`config.mk`:
```
export PLATFORM = sky130hd
export DESIGN_NAME = mul_acc_sgn
export DESIGN_NICKNAME = d
export VERILOG_FILES = /design/src/rtl/mul_acc_pkg.sv /design/src/rtl/Add.sv /design/src/rtl/acc_add_sat.sv /design/src/rtl/mul_acc_sgn.sv
export SDC_FILE = /design/constraint.sdc
export NUM_CORES = 1
export LEC_CHECK = 0
export ABC_AREA = 1
export CAP_MARGIN = 20
export CORE_ASPECT_RATIO = 1.4
export CORE_MARGIN = 2
export CORE_UTILIZATION = 24
export DETAILED_ROUTE_END_ITERATION = 6
export MAX_ROUTING_LAYER = met4
export PLACE_DENSITY_LB_ADDON = 0.12
export SYNTH_ARGS = -nofsm -noshare
export SYNTH_HDL_FRONTEND = slang
export SYNTH_SLANG_ARGS = --single-unit
export TNS_END_PERCENT = 5
```
`constraint.sdc`:
```
create_clock -name clk_i -period 11.9 [get_ports clk_i]
set_clock_uncertainty 0.05 [all_clocks]
set_input_delay 3.57 -clock clk_i [delete_from_list [all_inputs] [get_ports clk_i]]
set_output_delay 3.57 -clock clk_i [all_outputs]
set_load 0.05 [all_outputs]
```
`src/rtl/mul_acc_pkg.sv`:
```
// Shared types and helpers for the signed multiply-accumulate slice.
package mul_acc_pkg;

  typedef enum logic [1:0] {
    IDLE,
    ACC,
    DONE
  } state_e;

  // Saturation limit for a two's-complement value of the given width.
  // The result is truncated by the caller.
  function automatic logic [63:0] sat_limit(input int width, input logic neg);
    if (neg) begin
      return {64{1'b1}} << (width - 1);
    end
    return (64'd1 << (width - 1)) - 64'd1;
  endfunction

endpackage

```
`src/rtl/Add.sv`:
```
// Codebase adder: speed=0 builds a ripple-carry chain, any other value a plain '+'.
module Add #(
  parameter int width = 8,
  parameter int speed = 0
) (
  input  logic [width-1:0] a_i,
  input  logic [width-1:0] b_i,
  output logic [width-1:0] sum_o
);

  if (speed == 0) begin : g_ripple
    always_comb begin : p_ripple
      logic carry;
      carry = 1'b0;
      sum_o = '0;
      for (int i = 0; i < width; i++) begin
        sum_o[i] = a_i[i] ^ b_i[i] ^ carry;
        carry    = (a_i[i] & b_i[i]) | (carry & (a_i[i] ^ b_i[i]));
      end
    end
  end else begin : g_fast
    assign sum_o = a_i + b_i;
  end

endmodule

```
`src/rtl/acc_add_sat.sv`:
```
// Combinational accumulate step: signed add, overflow flag and, when
// MUL_ACC_SAT_EN is defined, clamping to the signed range of widthA.
module acc_add_sat
  import mul_acc_pkg::*;
#(
  parameter int widthA = 24,
  parameter int speed  = 0
) (
  input  logic [widthA-1:0] acc_i,
  input  logic [widthA-1:0] prod_i,
  output logic [widthA-1:0] sum_o,
  output logic              ovf_o
);

  logic [widthA-1:0] raw_sum;

  Add #(
    .width(widthA),
    .speed(speed)
  ) u_add (
    .a_i  (acc_i),
    .b_i  (prod_i),
    .sum_o(raw_sum)
  );

  // Overflow only when operands share a sign that the sum does not.
  assign ovf_o = (acc_i[widthA-1] == prod_i[widthA-1]) &&
                 (raw_sum[widthA-1] != acc_i[widthA-1]);

`ifdef MUL_ACC_SAT_EN
  assign sum_o = ovf_o ? widthA'(sat_limit(widthA, acc_i[widthA-1])) : raw_sum;
`else
  assign sum_o = raw_sum;
`endif

endmodule

```
`src/rtl/mul_acc_sgn.sv`:
```
// Signed product accumulator with valid/ready handshakes and per-packet
// overflow flag. MUL_ACC_SAT_EN switches overflow from wrap to saturation.
module mul_acc_sgn
  import mul_acc_pkg::*;
#(
  parameter int widthP = 16,
  parameter int widthA = 24,
  parameter int widthC = 8,
  parameter int speed  = 0
) (
  input  logic              clk_i,
  input  logic              rst_ni,
  input  logic              clr_i,
  input  logic              in_valid_i,
  output logic              in_ready_o,
  input  logic [widthP-1:0] in_prod_i,
  input  logic              in_last_i,
  output logic              out_valid_o,
  input  logic              out_ready_i,
  output logic [widthA-1:0] out_acc_o,
  output logic [widthC-1:0] out_cnt_o,
  output logic              out_ovf_o
);

  if (widthA < widthP) begin : g_width_check
    $error("mul_acc_sgn: widthA must be >= widthP");
  end

  state_e                   state_q, state_d;
  logic [widthA-1:0]        acc_q, acc_d;
  logic [widthC-1:0]        cnt_q, cnt_d;
  logic                     ovf_q, ovf_d;
  logic                     in_ready_q, in_ready_d;
  logic                     out_valid_q, out_valid_d;
  logic signed [widthP-1:0] prod_s;
  logic [widthA-1:0]        prod_ext;
  logic [widthA-1:0]        sum;
  logic                     add_ovf;
  logic                     accept;

  assign prod_s   = in_prod_i;
  assign prod_ext = widthA'(prod_s);
  assign accept   = in_valid_i & in_ready_q;

  acc_add_sat #(
    .widthA(widthA),
    .speed (speed)
  ) u_add_sat (
    .acc_i (acc_q),
    .prod_i(prod_ext),
    .sum_o (sum),
    .ovf_o (add_ovf)
  );

  // Abort wins over both handshakes; consuming a result never accepts input.
  always_comb begin
    state_d = state_q;
    acc_d   = acc_q;
    cnt_d   = cnt_q;
    ovf_d   = ovf_q;
    if (clr_i) begin
      state_d = IDLE;
      acc_d   = '0;
      cnt_d   = '0;
      ovf_d   = 1'b0;
    end else begin
      case (state_q)
        IDLE: begin
          if (accept) begin
            acc_d   = prod_ext;
            cnt_d   = widthC'(1);
            ovf_d   = 1'b0;
            state_d = in_last_i ? DONE : ACC;
          end
        end
        ACC: begin
          if (accept) begin
            acc_d = sum;
            cnt_d = (&cnt_q) ? cnt_q : cnt_q + widthC'(1);
            ovf_d = ovf_q | add_ovf;
            if (in_last_i) begin
              state_d = DONE;
            end
          end
        end
        DONE: begin
          if (out_ready_i) begin
            state_d = IDLE;
            acc_d   = '0;
            cnt_d   = '0;
            ovf_d   = 1'b0;
          end
        end
        default: state_d = IDLE;
      endcase
    end
    in_ready_d  = (state_d != DONE);
    out_valid_d = (state_d == DONE);
  end

  always_ff @(posedge clk_i or negedge rst_ni) begin
    if (!rst_ni) begin
      state_q     <= IDLE;
      acc_q       <= '0;
      cnt_q       <= '0;
      ovf_q       <= 1'b0;
      in_ready_q  <= 1'b1;
      out_valid_q <= 1'b0;
    end else begin
      state_q     <= state_d;
      acc_q       <= acc_d;
      cnt_q       <= cnt_d;
      ovf_q       <= ovf_d;
      in_ready_q  <= in_ready_d;
      out_valid_q <= out_valid_d;
    end
  end

  assign in_ready_o  = in_ready_q;
  assign out_valid_o = out_valid_q;
  assign out_acc_o   = acc_q;
  assign out_cnt_o   = cnt_q;
  assign out_ovf_o   = ovf_q;

endmodule

```
run_1/m3.png
(4 px per µm)
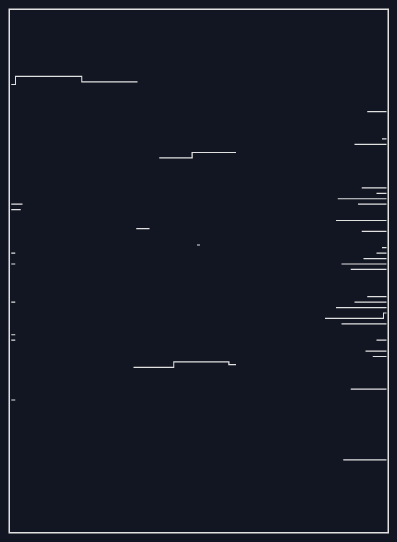
longest straight run	16.6 µm
main direction	horizontal
share of all routed wire	3.8%
routed wire length: 6900 µm
M3 GR Usage: 2.18%
routed via count: 2,167

run_1/clock_wires.png
(4 px per µm)
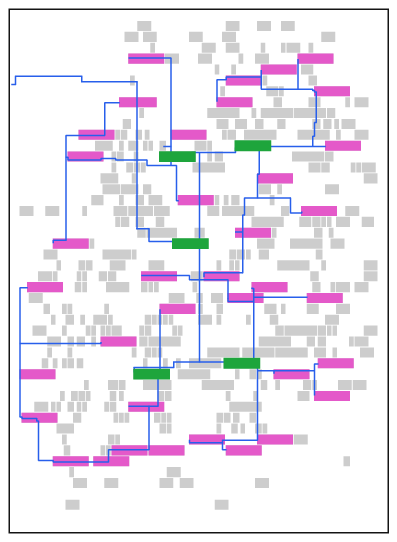
[clock-net drivers] green | count: 5
[flip-flops] magenta | count: 37
[clock wires] blue | length: 736 µm
flops lie	widely spread

run_1/clock_nets.png
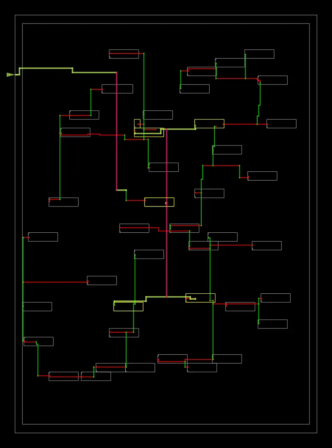
P_clk: 128 µW
clk_buf instances: 5
Clock Sinks: 37
Flops: 37
clock network latency to the later pin of the worst-skew pair: 280 ps

run_1/gates.png
(2 px per µm)
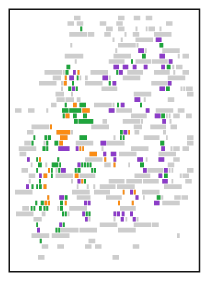
family	color	cells	most used
nor cells	orange	30	nor2_1
nand cells	green	83	nand2_1
aoi and oai cells	purple	59	o21ai_2

[run 1: worst max-delay path, stage by stage]
cell	delay [ps]
dlygate4sd2_1	210
inv_2	50
fa_2	380
fa_2	350
fa_2	350
fa_2	360
fa_2	350
fa_2	350
fa_2	350
fa_2	350
fa_2	360
fa_2	350
fa_2	360
fa_2	350
fa_2	340
fa_2	340
fa_2	350
fa_2	350
fa_2	350
fa_2	350
fa_2	340
fa_2	340
inv_2	60
fa_2	190
fa_1	410
a21oi_1	130
o21ai_1	90
[run 1: layout by cell type, fill, tap and decap left out, types with 2 or more instances in the layout]
master            n
o21ai_1           6
nor3_1            3
fa_2             21
o22ai_1          14
nor2_4            3
dfrtp_1          36
o21ai_0          14
nor2_2            5
nand4_1           2
clkdlybuf4s50_1  53
buf_4             2
clkbuf_16         5
nand3_2           3
o21ai_2          16
a21oi_1           4
ha_1              6
inv_1            54
nand3_1          13
nor2_1           18
nand2_1          49
nand2_2          13
inv_2             3
[run 1: routing by layer]
metal / wire [µm] / vias up / global-route usage, % / part of all wire (%)
met4: 89 / 0 / 4.35 / 1.3
met5: 0 / - / - / 0
met3: 260 / 5 / 2.18 / 3.8
met2: 3640 / 38 / 22.5 / 53
met1: 2900 / 1049 / 14.0 / 42
li1: - / 1075 / - / -
[run 1: registers in the layout, summed over array words and instances, names as in the netlist]
| name | count |
|---|---|
| state_q | 2 |
| out_acc_o | 24 |
| in_ready_o | 1 |
| out_cnt_o | 8 |
| out_valid_o | 1 |
| out_ovf_o | 1 |
[run 1: power by group]
part,switching [mW],total [mW],leakage [nW],internal (mW)
Combinational,0.164,0.251,0.977,0.0868
Clock,0.0532,0.128,0.0655,0.0750
Sequential,0.0142,0.159,0.488,0.145
Total,0.231,0.538,1.53,0.307
==> reports/results.tsv, run 1 <==
stage	metric	value	unit
power	Total Power	538	µW
setup_path	Startpoint Class	primary input	
layout	nonclk inv count	59	
logic_synthesis	sequential-to-total area share from yosys stat	33.8	%
grt	GR Overflow Total	0	
floorplan	TAP cells	144	
setup_path	WS Path Type	primary input to flip-flop	
floorplan	Die Area	12300	µm²
floorplan	Initial Utilization	24.4	%
clocking	hold_buf cts	0	
layout	area delta synth->final	30.8	%
setup_path	Worst Setup EP	out_acc_o[22]	
layout	ant diodes	0	
setup_path	CP required	12020	ps
logic_synthesis	top comb family, area	simple AND/OR/NAND/NOR gates	
layout	final core area utilization	32.0	%
logic_synthesis	flip-flops with a built-in enable	0	
power	leakage power	1.53	nW
routing	drc violations	0	
clocking	Clock transition at path regs	60	ps
clocking	TritonCTS clock tree	yes	
logic_synthesis	Flops after synth	37	
layout	MI comb cells	201	
final_timing	Final setup viols	0	
logic_synthesis	area fraction in and, or, nand and nor cells	21.7	%
routing	WL per Instance	13.7	µm
final_timing	Final Hold Fails	0	
grt	Total GRT Usage	12.6	%
worst_hold_path	Hold/Removal Path Class	flip-flop to flip-flop	
floorplan	Core Footprint	11200	µm²
logic_synthesis	ys flop type	dfrtp_1	
routing	drt initial violations	45	
floorplan	chip width	94.3	µm
logic_synthesis	cell taking the most area after synthesis	dfrtp_1	
placed_design	Cell Area, Placed	3440	µm²
logic_synthesis	Largest type area fraction	32.8	%
power	Power per Cell Area	150	nW/µm²
logic_synthesis	Syn Nets	356	
floorplan	num ports	57	
logic_synthesis	yosys xor share	0	%
layout	Comb/total area	43.4	%
layout	Flop area	927	µm²
setup_path	Critical Path Sink Type	flip-flop	
layout	Area-dominant class	logic gates	
setup_path	R2R setup slack	3300	ps
setup_path	worst reg2reg startpoint	out_acc_o[0]	
layout	post-route insts no fill	505	
layout	final-layout clock-cell area share	3.63	%
layout	fin area	3590	µm²
setup_path	CP arrival	11740	ps
logic_synthesis	top cells by count	inv_1, nand2_1, dfrtp_1, fa_1, nor2_1	
final_timing	Max transition margin	38.3	%
floorplan	Placement Rows	46	
clocking	htree depth	2	
power	peak supply drop	47.7	µV
routing	Pre-antenna DRT Iters	4	
worst_hold_path	hold path cells	2	
final_timing	setup tns final	0	ps
layout	nets	412	
final_timing	f_max	86.0	MHz
floorplan	die height	130	µm
clocking	cts repair resizes	15	
final_timing	minimum clock period	11630	ps
final_timing	RSZ-0062 raised after global routing	no	
placed_design	Placer Congestion	0.800	
flow_run	Max-cap violations	0	
setup_path	R2R Path End	out_acc_o[22]	
worst_hold_path	Hold Crit Start	out_acc_o[23]	
logic_synthesis	Complex Gates by Area	14.3	%
worst_hold_path	Hold Path Sink	out_acc_o[23]	
logic_synthesis	Synth top cell by count	inv_1	
outcome	outcome	finished, final reports clean	
placed_design	# port buffers	56	
routing	Antenna Nets Post-Route	0	
logic_synthesis	yosys cell count	306	
placed_design	dpl ws	-793	ps
logic_synthesis	Avg Cell Area, Syn	8.96	µm²
layout	Combinational Area	1560	µm²
placed_design	Inst Count DP	499	
setup_path	reg2reg path depth	27	
final_timing	Final period util	97.7	%
layout	buffering overhead	15.7	%
clocking	cts bufs inserted	5	
clocking	Root Driver	clkbuf_16	
layout	final-layout fill cell count	1214	
grt	global-route wire length before repair	11700	µm
layout	flop share of the area	25.8	%
final_timing	actual slew at the worst max-slew pin	926	ps
routing	Via-to-Cell Ratio	4.29	
logic_synthesis	synthesized cell area	2740	µm²
placed_design	hpwl dp	5130	µm
grt	largest net degree at the start of global routing	38	
clocking	Clock Tree Buf Depth	2	
clocking	setup bufs post-CTS	0	
--- run 2 (diff from run 1) ---
--- a/config.mk
+++ b/config.mk
@@ -6,13 +6,13 @@
 export NUM_CORES = 1
 export LEC_CHECK = 0
 export ABC_AREA = 1
-export CAP_MARGIN = 20
+export CAP_MARGIN = 25
 export CORE_ASPECT_RATIO = 1.4
 export CORE_MARGIN = 2
 export CORE_UTILIZATION = 24
 export DETAILED_ROUTE_END_ITERATION = 6
 export MAX_ROUTING_LAYER = met4
-export PLACE_DENSITY_LB_ADDON = 0.12
+export PLACE_DENSITY = 0.54
 export SYNTH_ARGS = -nofsm -noshare
 export SYNTH_HDL_FRONTEND = slang
 export SYNTH_SLANG_ARGS = --single-unit
run_2/layers.png
(2 px per µm)
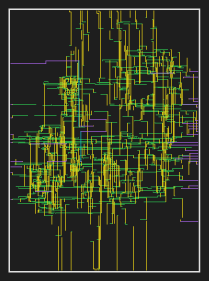
layer	color	wire length
M4	cyan	47.6 µm
M2	yellow	3,480 µm
M3	purple	271 µm
M1	green	2,750 µm

run_2/clock_nets.png
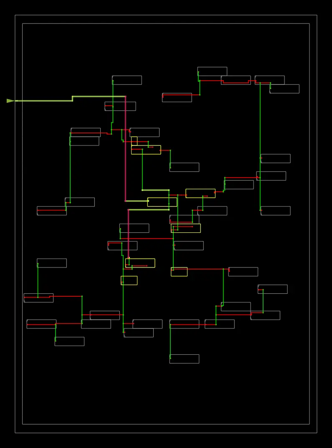
clk_buf instances: 7
P_clk: 141 µW
cts bufs inserted: 5

==> reports/results.tsv, run 2 <==
stage	metric	value	unit
layout	area delta synth->final	32.3	%
floorplan	Die Area	12300	µm²
final_timing	Final Hold Fails	0	
logic_synthesis	synthesized cell area	2740	µm²
routing	Pre-antenna DRT Iters	4	
final_timing	minimum clock period	11920	ps
worst_hold_path	Hold/Removal Path Class	flip-flop to flip-flop	
power	peak supply drop	50.4	µV
grt	largest net degree at the start of global routing	38	
logic_synthesis	Flops after synth	37	
setup_path	Startpoint Class	primary input	
setup_path	worst reg2reg startpoint	out_acc_o[0]	
outcome	outcome	finished, violations left	
worst_hold_path	Hold Path Sink	out_ovf_o	
floorplan	Initial Utilization	24.4	%
logic_synthesis	yosys cell count	306	
floorplan	num ports	57	
logic_synthesis	flip-flops with a built-in enable	0	
final_timing	f_max	83.9	MHz
layout	final core area utilization	32.3	%
worst_hold_path	hold path cells	2	
power	Total Power	551	µW
layout	Largest register FFs	24	
routing	drt initial violations	57	
clocking	clock network latency to the later pin of the worst-skew pair	280	ps
power	Power per Cell Area	152	nW/µm²
setup_path	reg2reg path depth	32	
final_timing	Max transition margin	40.9	%
logic_synthesis	cell taking the most area after synthesis	dfrtp_1	
placed_design	Cell Area, Placed	3450	µm²
flow_run	Max-cap violations	0	
setup_path	slowest stage delay, CP	450	ps
setup_path	Crit path buffers/inverters	4	
routing	WL per Instance	12.9	µm
worst_hold_path	Hold Crit Start	out_ovf_o	
grt	GR Overflow Total	0	
power	leakage power	1.55	nW
routing	routed wire length	6560	µm
setup_path	Critical Path Sink Type	flip-flop	
outcome	failing checks	setup timing	
logic_synthesis	ys flop type	dfrtp_1	
grt	Total GRT Usage	11.5	%
final_timing	Final setup viols	2	
final_timing	setup tns final	-35.5	ps
logic_synthesis	top cells by count	inv_1, nand2_1, dfrtp_1, fa_1, nor2_1	
logic_synthesis	Largest type area fraction	32.8	%
layout	fin area	3630	µm²
final_timing	Final period util	100	%
setup_path	WS Path Type	primary input to flip-flop	
clocking	Clock Tree Buf Depth	2	
routing	Antenna Nets Post-Route	0	
grt	global-route wire length before repair	10800	µm
final_timing	RSZ-0062 raised after global routing	yes	
final_timing	Final WS setup	-24.5	ps
clocking	Clock Sinks	37	
routing	Via-to-Cell Ratio	4.31	
final_timing	actual slew at the worst max-slew pin	887	ps
placed_design	Placer Congestion	0.816	
floorplan	Placement Rows	46	
logic_synthesis	Avg Cell Area, Syn	8.96	µm²
layout	most numerous logic cell after layout	inv_1	
routing	routed via count	2187	
floorplan	Core Footprint	11200	µm²
setup_path	CP arrival	12040	ps
layout	post-route insts no fill	507	
placed_design	Inst Count DP	499	
setup_path	slowest stage cell, crit path	clkdlybuf4s50_1	
setup_path	Top cell by count, worst path	fa_2	
routing	drc violations	0	
logic_synthesis	sequential-to-total area share from yosys stat	33.8	%
-- run 2: routing by layer --
| metal | GRT usage [%] | vias to the layer above | routed length (µm) |
|---|---|---|---|
| met3 | 1.66 | 4 | 271 |
| met5 | - | - | 0 |
| met1 | 13.1 | 1053 | 2750 |
| met4 | 3.15 | 0 | 47 |
| met2 | 21.0 | 48 | 3480 |
| li1 | - | 1082 | - |
-- run 2: timing repair --
action                                  in CTS  in global routing
buffers inserted                             0                  0
hold buffers                                 0                  0
endpoints found under the setup margin       5                  4
endpoints found under the hold margin        0                  0
pin swaps                                    1                  1
resized                                     10                  0
-- run 2: power breakdown --
part           total (mW)  internal (mW)  switching [mW]
Sequential          0.159          0.145          0.0143
Clock               0.141         0.0887          0.0519
Combinational       0.251         0.0879           0.163
Total               0.551          0.322           0.229
-- run 2: cells by family (layout without fill, tap and decap cells) --
| kind of cell | count (synthesis) | after routing | synth area share, % |
|---|---|---|---|
| buffers and inverters | 68 | 125 | 11.4 |
| AOI/OAI and AO/OA | 59 | 59 | 14.3 |
| and+or+nand+nor | 114 | 114 | 21.7 |
| DFF | 37 | 37 | 33.8 |
| adders and majority gates | 28 | 28 | 18.8 |
-- run 2: worst max-delay path by stage --
stage                         end  slack (ps)  cells past startpoint
floorplan           out_acc_o[22]          30                     27
global placement    out_acc_o[22]        -700                     28
detailed placement  out_acc_o[23]        -830                     33
CTS                 out_acc_o[23]         -30                     32
global route        out_acc_o[23]        -310                     32
finish              out_acc_o[23]         -20                     32
-- run 2: layout make-up --
type                    count  area, µm²
multi-input cells         201       1550
clock inverters             1       5.00
fillers                  1197       7590
inverters                  59        229
well taps                 144        180
repair buffers             58        582
flip-flops and latches     37        927
clock buffers               7        153
--- run 3 (diff from run 2) ---
--- a/config.mk
+++ b/config.mk
@@ -8,9 +8,10 @@
 export ABC_AREA = 1
 export CAP_MARGIN = 25
 export CORE_ASPECT_RATIO = 1.4
-export CORE_MARGIN = 2
+export CORE_MARGIN = 4
 export CORE_UTILIZATION = 24
 export DETAILED_ROUTE_END_ITERATION = 6
+export GPL_ROUTABILITY_DRIVEN = 0
 export MAX_ROUTING_LAYER = met4
 export PLACE_DENSITY = 0.54
 export SYNTH_ARGS = -nofsm -noshare
run_3/clock_nets.png
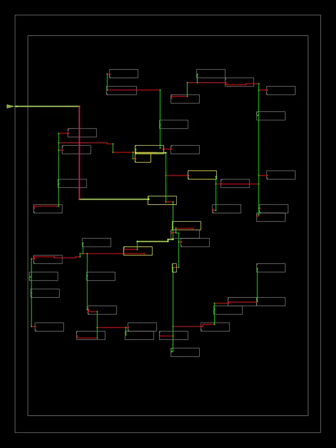
P_clk: 130 µW
clock network latency to the later pin of the worst-skew pair: 270 ps

run_3/layers.png
(2 px per µm)
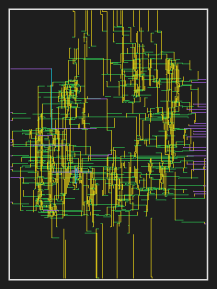
layer	color	wire length
M2	yellow	3,540 µm
M3	purple	287 µm
M1	green	2,800 µm
M4	cyan	41.5 µm
routed wire length: 6680 µm
WL per Instance: 13.3 µm
Total GRT Usage: 11.1%
routed via count: 2,220

==> reports/results.tsv, run 3 <==
stage	metric	value	unit
setup_path	CP startpoint	in_prod_i[1]	
grt	largest net degree at the start of global routing	38	
floorplan	die height	134	µm
routing	Pre-antenna DRT Iters	4	
floorplan	chip width	98.3	µm
flow_run	Tool Warnings	31	
grt	gr busiest metal	met2	
power	internal power	316	µW
layout	post-route insts no fill	503	
placed_design	Inst Count DP	496	
final_timing	minimum clock period	11980	ps
routing	Antenna Nets Post-Route	0	
setup_path	R2R Path End	out_acc_o[22]	
power	Power per Cell Area	150	nW/µm²
logic_synthesis	sequential-to-total area share from yosys stat	33.8	%
power	power share of the sequential group	29.3	%
clocking	Clock transition at path regs	60	ps
layout	Top cells excl fill/tap	inv_1, clkdlybuf4s50_1, nand2_1	
layout	Largest register FFs	24	
logic_synthesis	flip-flops with a built-in enable	0	
power	leakage power	1.55	nW
logic_synthesis	Syn Nets	356	
clocking	cts bufs inserted	5	
grt	global-route wire length before repair	11600	µm
layout	nets	412	
logic_synthesis	top cells by count	inv_1, nand2_1, dfrtp_1, fa_1, nor2_1	
logic_synthesis	Synthesis Warnings	0	
final_timing	actual slew at the worst max-slew pin	898	ps
final_timing	RSZ-0062 raised after global routing	yes	
clocking	Root Driver	clkbuf_16	
clocking	hold_buf cts	0	
placed_design	# port buffers	56	
logic_synthesis	Largest type area fraction	32.8	%
final_timing	setup tns final	-171	ps
logic_synthesis	Synth top cell by count	inv_1	
setup_path	CP required	12010	ps
floorplan	num ports	57	
grt	GR Overflow Total	0	
grt	vias in the first global route	2430	
floorplan	Initial Utilization	24.9	%
grt	initial antenna violation count	0	
grt	met2 Track Usage GR	19.6	%
final_timing	Final Hold Fails	0	
logic_synthesis	Distinct lib cells used	37	
logic_synthesis	Flops after synth	37	
floorplan	Placement Rows	45	
setup_path	worst reg2reg startpoint	out_acc_o[0]	
logic_synthesis	cell taking the most area after synthesis	dfrtp_1	
routing	met3 routed WL	287	µm
layout	ant diodes	0	
clocking	Clock Sinks	37	
placed_design	dpl ws	-733	ps
logic_synthesis	yosys cell count	306	
floorplan	Core Footprint	11000	µm²
worst_hold_path	Hold Crit Start	out_ovf_o	
layout	fin area	3620	µm²
placed_design	hpwl dp	5120	µm
logic_synthesis	ys flop type	dfrtp_1	
setup_path	Critical Path Sink Type	flip-flop	
final_timing	f_max	83.5	MHz
grt	M3 GR Usage	2.07	%
placed_design	Cell Area, Placed	3450	µm²
power	peak supply drop	58.0	µV
flow_run	Max-cap violations	0	
setup_path	Worst Setup EP	out_acc_o[22]	
outcome	failing checks	setup timing	
clocking	htree depth	2	
outcome	outcome	finished, violations left	
final_timing	Final setup viols	3	
layout	area delta synth->final	32.0	%
final_timing	worst hold margin	493	ps
routing	drc violations	0	
layout	final core area utilization	32.8	%
clocking	TritonCTS clock tree	yes	
power	Clk network pwr share	24.0	%
logic_synthesis	synth top area cells	dfrtp_1, fa_1, inv_1	
routing	met1 WL	2800	µm
routing	Via-to-Cell Ratio	4.41	
layout	most numerous logic cell after layout	inv_1	
setup_path	Startpoint Class	primary input	
final_timing	Final WS setup	-80.7	ps
logic_synthesis	Mapped Cells	306	
routing	met2 wire len	3540	µm
worst_hold_path	Hold/Removal Path Class	flip-flop to flip-flop	
layout	final-layout fill cell count	1173	
power	Sw Share	41.8	%
power	combinational fraction of design power	46.7	%
layout	share of cells above drive strength 1	22.4	%
final_timing	final max-slew violation count	0	
logic_synthesis	synthesis area per yosys	2740	µm²
grt	met1 usage	12.9	%
setup_path	CP Max Fanout	2	
setup_path	R2R setup slack	3210	ps
logic_synthesis	asr flop ratio synth	100	%
logic_synthesis	Avg Cell Area, Syn	8.96	µm²
power	Total Power	543	µW
setup_path	WS Path Type	primary input to flip-flop	
setup_path	reg2reg path depth	27	
final_timing	Final period util	101	%
clocking	Clock Tree Buf Depth	2	
final_timing	Max transition margin	40.1	%
routing	top layer used by detailed routing	met4	
routing	drt initial violations	83	
logic_synthesis	synthesized cell area	2740	µm²
power	Psw	227	µW
floorplan	Die Area	13200	µm²
setup_path	CP arrival	12090	ps
-- run 3: timing repair --
action                                  4_1_cts  5_1_grt
buffers inserted                              0        0
resized                                       9        4
endpoints found under the setup margin        5        4
pin swaps                                     0        5
-- run 3: critical path, cell delays in order --
cell and delay [ps]:
clkdlybuf4s50_1 470, inv_2 50, fa_2 380, fa_2 350, fa_2 350, fa_2 380, fa_2 420, fa_2 410
fa_2 350, fa_2 350, fa_2 350, fa_2 350, fa_2 350, fa_2 340, fa_2 350, fa_2 340
fa_2 340, fa_2 340, fa_2 350, fa_2 340, fa_2 340, fa_2 330, inv_1 70, fa_1 170
fa_1 420, a21oi_2 130, o21ai_1 90
-- run 3: final cells by class --
class	instances	area, µm²	share of cell area, %
timing repair buffer	58	586	16.2
inverter	59	229	6.33
sequential	37	927	25.6
multi-input combinational	201	1560	43.1
clock buffer	7	143	3.94
tap	141	176	4.87
-- run 3: power by group through the flow --
stage               Sequential (mW)  Combinational [mW]  Clock [mW]
global route                  0.162               0.280       0.141
CTS                           0.160               0.255       0.138
detailed placement            0.162               0.252           0
finish                        0.159               0.253       0.130
global placement              0.162               0.245           0
floorplan                     0.224               0.115           0
-- run 3: kinds of logic (layout without fill, tap and decap cells) --
family	Yosys count	in the layout	synth area share [%]
AND-OR/OR-AND	59	59	14.3
buffers and inverters	68	124	11.4
AND/OR/NAND/NOR	114	114	21.7
flip-flops	37	37	33.8
adder cells (fa/ha/maj)	28	28	18.8
-- run 3: worst min-delay path by stage --
stage / end / slack, ps / cells past startpoint
floorplan: state_q[0] / 540 / 2
global route: out_ovf_o / 510 / 2
finish: out_ovf_o / 490 / 2
CTS: out_ovf_o / 490 / 2
detailed placement: out_ovf_o / 460 / 2
global placement: out_ovf_o / 480 / 2
No activity file was given, so power comes from the tool's default toggle rates.
